===== src/rtl/kernel_buf_pkg.sv =====
// Shared types and sizing helpers for the kernel weight buffer and its index counter.
// No logic; pure declarations.
package kernel_buf_pkg;

  typedef enum logic [1:0] {
    IDLE   = 2'd0,
    LOAD   = 2'd1,
    STREAM = 2'd2
  } kb_state_e;

  localparam int KB_K  = 3;
  localparam int KB_NW = KB_K * KB_K;

  // $clog2 that never returns 0, so single-entry ranges still get a 1-bit field
  function automatic int kb_clog2(input int n);
    return (n <= 2) ? 1 : $clog2(n);
  endfunction

endpackage


===== src/rtl/kernel_idx_counter.sv =====
// Raster row/col counter: clear to (0,0), col-first advance on en_i, wraps after (K-1,K-1).
// Registered outputs, zero latency to term_o; no backpressure of its own (caller gates en_i).
module kernel_idx_counter
  import kernel_buf_pkg::*;
#(
  parameter int K    = KB_K,
  parameter int IDXW = kb_clog2(K)
) (
  input  logic            clk,
  input  logic            rstn,
  input  logic            clr_i,
  input  logic            en_i,
  output logic [IDXW-1:0] row_o,
  output logic [IDXW-1:0] col_o,
  output logic            term_o
);

  localparam logic [IDXW-1:0] LAST_IDX = IDXW'(K - 1);

  logic [IDXW-1:0] row_q, row_d;
  logic [IDXW-1:0] col_q, col_d;

  assign term_o = (row_q == LAST_IDX) && (col_q == LAST_IDX);
  assign row_o  = row_q;
  assign col_o  = col_q;

  always_comb begin
    row_d = row_q;
    col_d = col_q;
    if (clr_i) begin
      row_d = '0;
      col_d = '0;
    end else if (en_i) begin
      if (col_q == LAST_IDX) begin
        col_d = '0;
        row_d = term_o ? '0 : row_q + IDXW'(1);
      end else begin
        col_d = col_q + IDXW'(1);
      end
    end
  end

  always_ff @(posedge clk or negedge rstn) begin
    if (!rstn) begin
      row_q <= '0;
      col_q <= '0;
    end else begin
      row_q <= row_d;
      col_q <= col_d;
    end
  end

endmodule


===== src/rtl/kernel_weight_buffer.sv =====
// NK-bank store of KxK signed weights: streamed load, raster replay with row/col tags.
// Replay starts the cycle after rd_start and holds registered outputs while w_ready is low.
module kernel_weight_buffer
  import kernel_buf_pkg::*;
#(
  parameter int K    = KB_K,
  parameter int WW   = 8,
  parameter int NK   = 4,
  parameter int KIDW = kb_clog2(NK),
  parameter int IDXW = kb_clog2(K)
) (
  input  logic            clk,
  input  logic            rstn,
  input  logic            ld_start,
  input  logic [KIDW-1:0] ld_kid,
  input  logic            ld_valid,
  input  logic [WW-1:0]   ld_data,
  output logic            ld_ready,
  input  logic            rd_start,
  input  logic [KIDW-1:0] rd_kid,
  output logic            w_valid,
  output logic [WW-1:0]   w_data,
  output logic [IDXW-1:0] w_row,
  output logic [IDXW-1:0] w_col,
  output logic            w_last,
  input  logic            w_ready,
  output logic            busy,
  output logic [NK-1:0]   loaded,
  output logic            err
);

  localparam int NW = K * K;
  localparam int MW = NK * NW;
  localparam int AW = kb_clog2(MW);

  kb_state_e       state_q, state_d;
  logic [KIDW-1:0] bank_q, bank_d;
  logic [NK-1:0]   loaded_q, loaded_d;
  logic            err_q, err_d;
  logic [WW-1:0]   w_data_q, w_data_d;
  logic [WW-1:0]   mem_q [MW];

  logic [IDXW-1:0] row, col;
  logic            term;
  logic            cnt_clr, cnt_en, mem_we;
  logic [AW-1:0]   cur_addr, nxt_addr, rd_base;
  logic            ld_ok, rd_ok, ld_acc, rd_acc;

  kernel_idx_counter #(
    .K    (K),
    .IDXW (IDXW)
  ) u_idx (
    .clk    (clk),
    .rstn   (rstn),
    .clr_i  (cnt_clr),
    .en_i   (cnt_en),
    .row_o  (row),
    .col_o  (col),
    .term_o (term)
  );

  always_comb begin
    cur_addr = AW'(int'(bank_q) * NW + int'(row) * K + int'(col));
    nxt_addr = term ? '0 : cur_addr + AW'(1);
    rd_base  = AW'(int'(rd_kid) * NW);
  end

  // A load request outranks a simultaneous read; the read is then reported as rejected
  assign ld_ok  = int'(ld_kid) < NK;
  assign rd_ok  = (int'(rd_kid) < NK) && loaded_q[rd_kid];
  assign ld_acc = ld_start && ld_ok;
  assign rd_acc = rd_start && rd_ok && !ld_acc;

  always_comb begin
    state_d  = state_q;
    bank_d   = bank_q;
    loaded_d = loaded_q;
    err_d    = 1'b0;
    w_data_d = w_data_q;
    cnt_clr  = 1'b0;
    cnt_en   = 1'b0;
    mem_we   = 1'b0;
    case (state_q)
      IDLE: begin
        err_d = (ld_start && !ld_ok) || (rd_start && !rd_acc);
        if (ld_acc) begin
          state_d          = LOAD;
          bank_d           = ld_kid;
          loaded_d[ld_kid] = 1'b0;
          cnt_clr          = 1'b1;
        end else if (rd_acc) begin
          state_d  = STREAM;
          bank_d   = rd_kid;
          cnt_clr  = 1'b1;
          w_data_d = mem_q[rd_base];
        end
      end
      LOAD: begin
        err_d = ld_start || rd_start;
        if (ld_valid) begin
          mem_we = 1'b1;
          cnt_en = 1'b1;
          if (term) begin
            loaded_d[bank_q] = 1'b1;
            state_d          = IDLE;
          end
        end
      end
      STREAM: begin
        err_d = ld_start || rd_start;
        if (w_ready) begin
          cnt_en = 1'b1;
          if (term) begin
            state_d  = IDLE;
            w_data_d = '0;
          end else begin
            w_data_d = mem_q[nxt_addr];
          end
        end
      end
      default: state_d = IDLE;
    endcase
  end

  always_ff @(posedge clk or negedge rstn) begin
    if (!rstn) begin
      state_q  <= IDLE;
      bank_q   <= '0;
      loaded_q <= '0;
      err_q    <= 1'b0;
      w_data_q <= '0;
    end else begin
      state_q  <= state_d;
      bank_q   <= bank_d;
      loaded_q <= loaded_d;
      err_q    <= err_d;
      w_data_q <= w_data_d;
    end
  end

  always_ff @(posedge clk or negedge rstn) begin
    if (!rstn) begin
      for (int i = 0; i < MW; i++) mem_q[i] <= '0;
    end else if (mem_we) begin
      mem_q[cur_addr] <= ld_data;
    end
  end

  assign ld_ready = (state_q == LOAD);
  assign w_valid  = (state_q == STREAM);
  assign busy     = (state_q != IDLE);
  assign w_data   = w_data_q;
  // The counter also walks during loads; hide that from the consumer side
  assign w_row    = w_valid ? row : '0;
  assign w_col    = w_valid ? col : '0;
  assign w_last   = w_valid && term;
  assign loaded   = loaded_q;
  assign err      = err_q;

endmodule


===== config.mk =====
export PLATFORM = sky130hd
export DESIGN_NAME = kernel_weight_buffer
export DESIGN_NICKNAME = d
export VERILOG_FILES = /design/src/rtl/kernel_buf_pkg.sv /design/src/rtl/kernel_idx_counter.sv /design/src/rtl/kernel_weight_buffer.sv
export SDC_FILE = /design/constraint.sdc
export NUM_CORES = 1
export LEC_CHECK = 0
export ABC_AREA = 1
export CORE_MARGIN = 2
export CORE_UTILIZATION = 55
export CTS_BUF_LIST = sky130_fd_sc_hd__clkbuf_16
export CTS_CLUSTER_DIAMETER = 200
export DETAILED_ROUTE_END_ITERATION = 10
export PLACE_DENSITY = 0.69
export SYNTH_ARGS = -nofsm -noshare
export SYNTH_HDL_FRONTEND = slang
export SYNTH_SLANG_ARGS = --single-unit

===== constraint.sdc =====
create_clock -name clk -period 3.8 [get_ports clk]
set_input_delay 0.57 -clock clk [delete_from_list [all_inputs] [get_ports clk]]
set_output_delay 0.57 -clock clk [all_outputs]
set_load 0.005 [all_outputs]

==> impl_metrics.tcl, run 1 <==
# collected from the flow reports
set metrics [dict create \
    status "complete, no violations" \
    met1_usage 0.470 \
    place_inst 2377 \
    cap_violations 0 \
    place_congestion 0.971 \
    synth-seq-cells 309 \
    use_met3 0.0752 \
    critPathCapture "mem_q[218]$_DFFE_PN0P_" \
    post-place-ws_ns 0.158 \
    grt-ovfl-total 0 \
    edf_count 0 \
    grt_max_degree 109 \
    ant_nets 0 \
    grt_pass1_wl_mm 74.1 \
    start_kind "register" \
    ys_top_logic_family "simple AND/OR/NAND/NOR gates" \
    seq_share 0.443 \
    skew_ns 0.0156 \
    layout_top_cell "nand2_1" \
    met3WireLength_mm 4.49 \
    numPortBuffers 38 \
    gr-max-usage-layer "met2" \
    finalCriticalPeriod_ns 3.68 \
    hold_viol_final 0 \
    mux_share 0 \
    n_clock_buffer 37 \
    xor_share 0.000572 \
    stdcell_area_sq_um 17500 \
    clk_latency_ns 0.52 \
    inverters 68 \
    cp_slowest_cell "fa_1" \
    logic_gates 1517 \
    reg2regPathDepth 13 \
    fill_cells 2477 \
    yosysChipArea_sq_um 15300 \
    synthArstFlopShare 1.00 \
    critical-path-top-delay-family "simple AND/OR/NAND/NOR gates" \
    fp-utilization 0.555 \
    largest_reg_flops 288 \
    avgRoutedWirePerCell_um 19.6 \
    worstSetupPathType "reg2reg" \
    clock_sinks 309 \
    synthFlopType "dfrtp_1" \
    ctsHtreeMaxLevel 2 \
    hpwl_mm 30.1 \
    fin_ws_ns 0.116 \
    crit_path_max_incr_delay_ns 0.58 \
    largestClassByArea "sequential cells" \
    track_usage 0.329 \
    cts_tree "done" \
    fin_nets 2071 \
    viasPerCell 5.83 \
    nonClkBufAreaFrac 0.0654 \
    cp-startpoint "bank_q[1]$_DFFE_PN0P_" \
    buffers 109 \
    use_met2 0.502 \
    yosysTopAreaCell "dfrtp_1" \
    cts_setup_buffers 0 \
    synthAoiAreaFrac 0.133 \
    post_cts_resized 0 \
    ys_top_cells_by_area "dfrtp_1 (51%), nand2_1 (18%), o21ai_0 (10%), nand3_1 (9.1%), clkbuf_1 (2.7%)" \
    reg2reg_slack_ns 0.12 \
    dr_total_vias 14223 \
    wl_met1_mm 20.4 \
    simple_gate_share 0.297 \
    clockBufferDepth 3 \
    drtIter0Drc 1792 \
    drc 0 \
    ys_cells 2031 \
]
Fig. 1: run 1, placement view
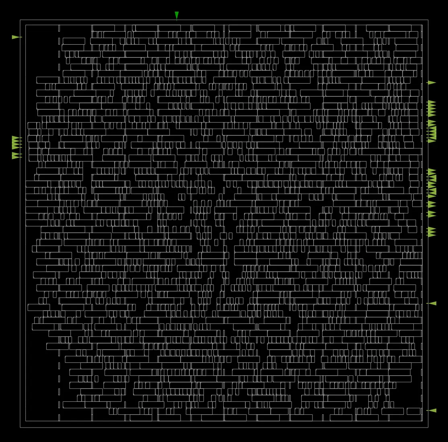
Non-Filler Instances: 2438
Tapcells: 378
num rows: 61

Fig. 2: run 1, met2 routing
The bar under the picture is 50 um long.
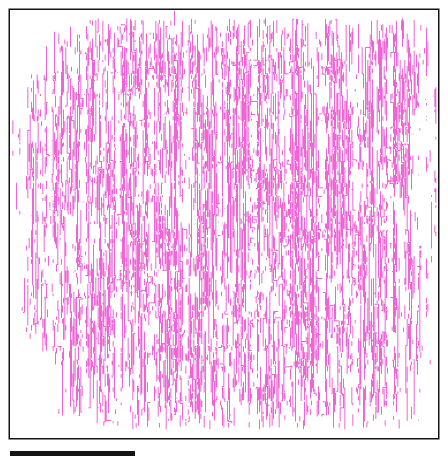
share of all routed wire: 45%
nets with wire on the layer: 1552

Fig. 3: run 1, register map, names as in the netlist
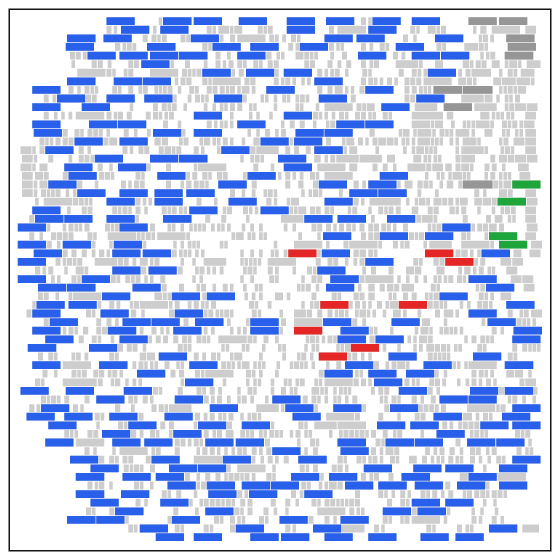
[`mem_q`] blue | flops: 288 | where: all over the die
[`w_data`] red | flops: 8
[`loaded`] green | flops: 4 | where: east
not coloured: 9

Fig. 4: run 1, wiring by layer
Only two layers are drawn.
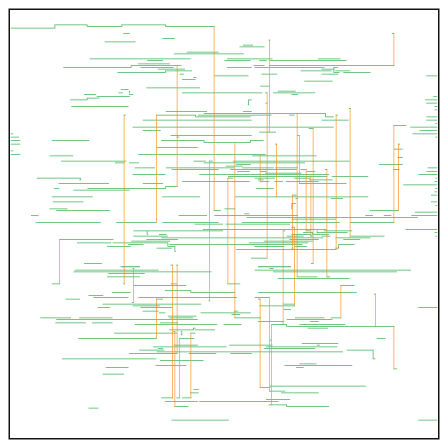
[metal 4] orange | wire length: 1400 um
[metal 3] green | wire length: 4490 um

==> run 2: changes to the inputs <==
--- a/config.mk
+++ b/config.mk
@@ -12,6 +12,7 @@
 export CTS_CLUSTER_DIAMETER = 200
 export DETAILED_ROUTE_END_ITERATION = 10
 export PLACE_DENSITY = 0.69
+export SLEW_MARGIN = 20
 export SYNTH_ARGS = -nofsm -noshare
 export SYNTH_HDL_FRONTEND = slang
 export SYNTH_SLANG_ARGS = --single-unit
Fig. 5: run 2, register map, names as in the netlist
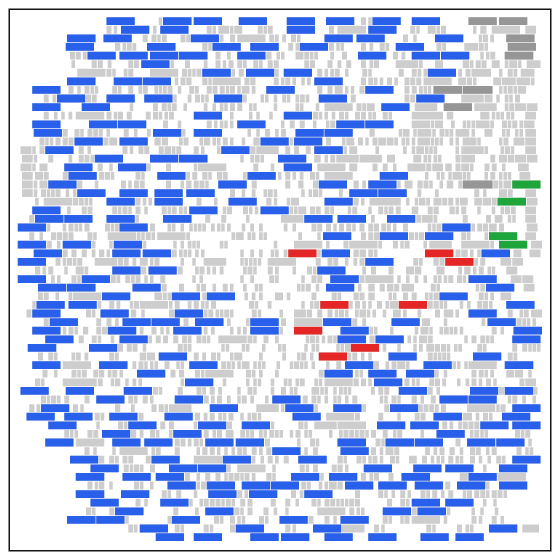
[`mem_q`] blue | flops: 288 | where: all over the die
[`loaded`] green | flops: 4 | where: east
[`w_data`] red | flops: 8
Layout Utilization: 0.634
sequential cell area: 7730 sq um
flop share of the area: 0.443

Fig. 6: run 2, met2 routing
The bar under the picture is 50 um long.
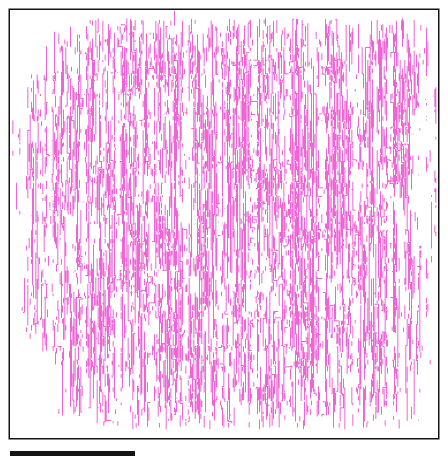
met2 layer usage reported by global route: 0.502
Vias: 14223
Total Routed Length: 47.7 mm

==> impl_metrics.tcl, run 2 <==
# collected from the flow reports
set metrics [dict create \
    status "complete, no violations" \
    met1_usage 0.470 \
    ys_top_cells_by_area "dfrtp_1 (51%), nand2_1 (18%), o21ai_0 (10%), nand3_1 (9.1%), clkbuf_1 (2.7%)" \
    cts_tree "done" \
    mux_share 0 \
    cp-startpoint "bank_q[1]$_DFFE_PN0P_" \
    grt_max_degree 109 \
    worstSetupPathType "reg2reg" \
    place_congestion 0.971 \
    fill_cells 2477 \
    crit_path_max_incr_delay_ns 0.58 \
    hold_viol_final 0 \
    ys_top_logic_family "simple AND/OR/NAND/NOR gates" \
    cp_slowest_cell "fa_1" \
    yosysChipArea_sq_um 15300 \
    layout_top_cell "nand2_1" \
    ctsHtreeMaxLevel 2 \
    use_met3 0.0752 \
    finalCriticalPeriod_ns 3.68 \
    cts_setup_buffers 0 \
    track_usage 0.329 \
    largestClassByArea "sequential cells" \
    post_cts_resized 0 \
    avgRoutedWirePerCell_um 19.6 \
    n_clock_buffer 37 \
    fp-utilization 0.555 \
    logic_gates 1517 \
    buffers 109 \
    critical-path-top-delay-family "simple AND/OR/NAND/NOR gates" \
    grt-ovfl-total 0 \
    fin_ws_ns 0.116 \
    edf_count 0 \
    stdcell_area_sq_um 17500 \
    synthArstFlopShare 1.00 \
    post-place-ws_ns 0.158 \
    xor_share 0.000572 \
    stdcell_count 2438 \
    ys_cells 2031 \
    synthAoiAreaFrac 0.133 \
    critPathCapture "mem_q[218]$_DFFE_PN0P_" \
    cap_violations 0 \
    clk_latency_ns 0.52 \
    fin_nets 2071 \
    nonClkBufAreaFrac 0.0654 \
    yosysTopAreaCell "dfrtp_1" \
    simple_gate_share 0.297 \
    synth-seq-cells 309 \
    core.rowCount 61 \
    synthFlopType "dfrtp_1" \
    met3WireLength_mm 4.49 \
    skew_ns 0.0156 \
    grt_pass1_wl_mm 74.1 \
    reg2regPathDepth 13 \
]
Fig. 7: run 2, wires at chosen ports, followed through buffers
The bar under the picture is 50 um long.
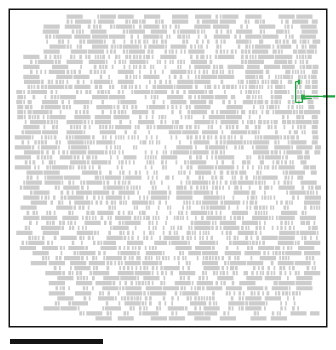
[`w_ready`] green | bits: 1 | direction: input | edge: east | end cells: 2 | wire: 35.9 um
Buffers on Ports: 38
io pins: 39

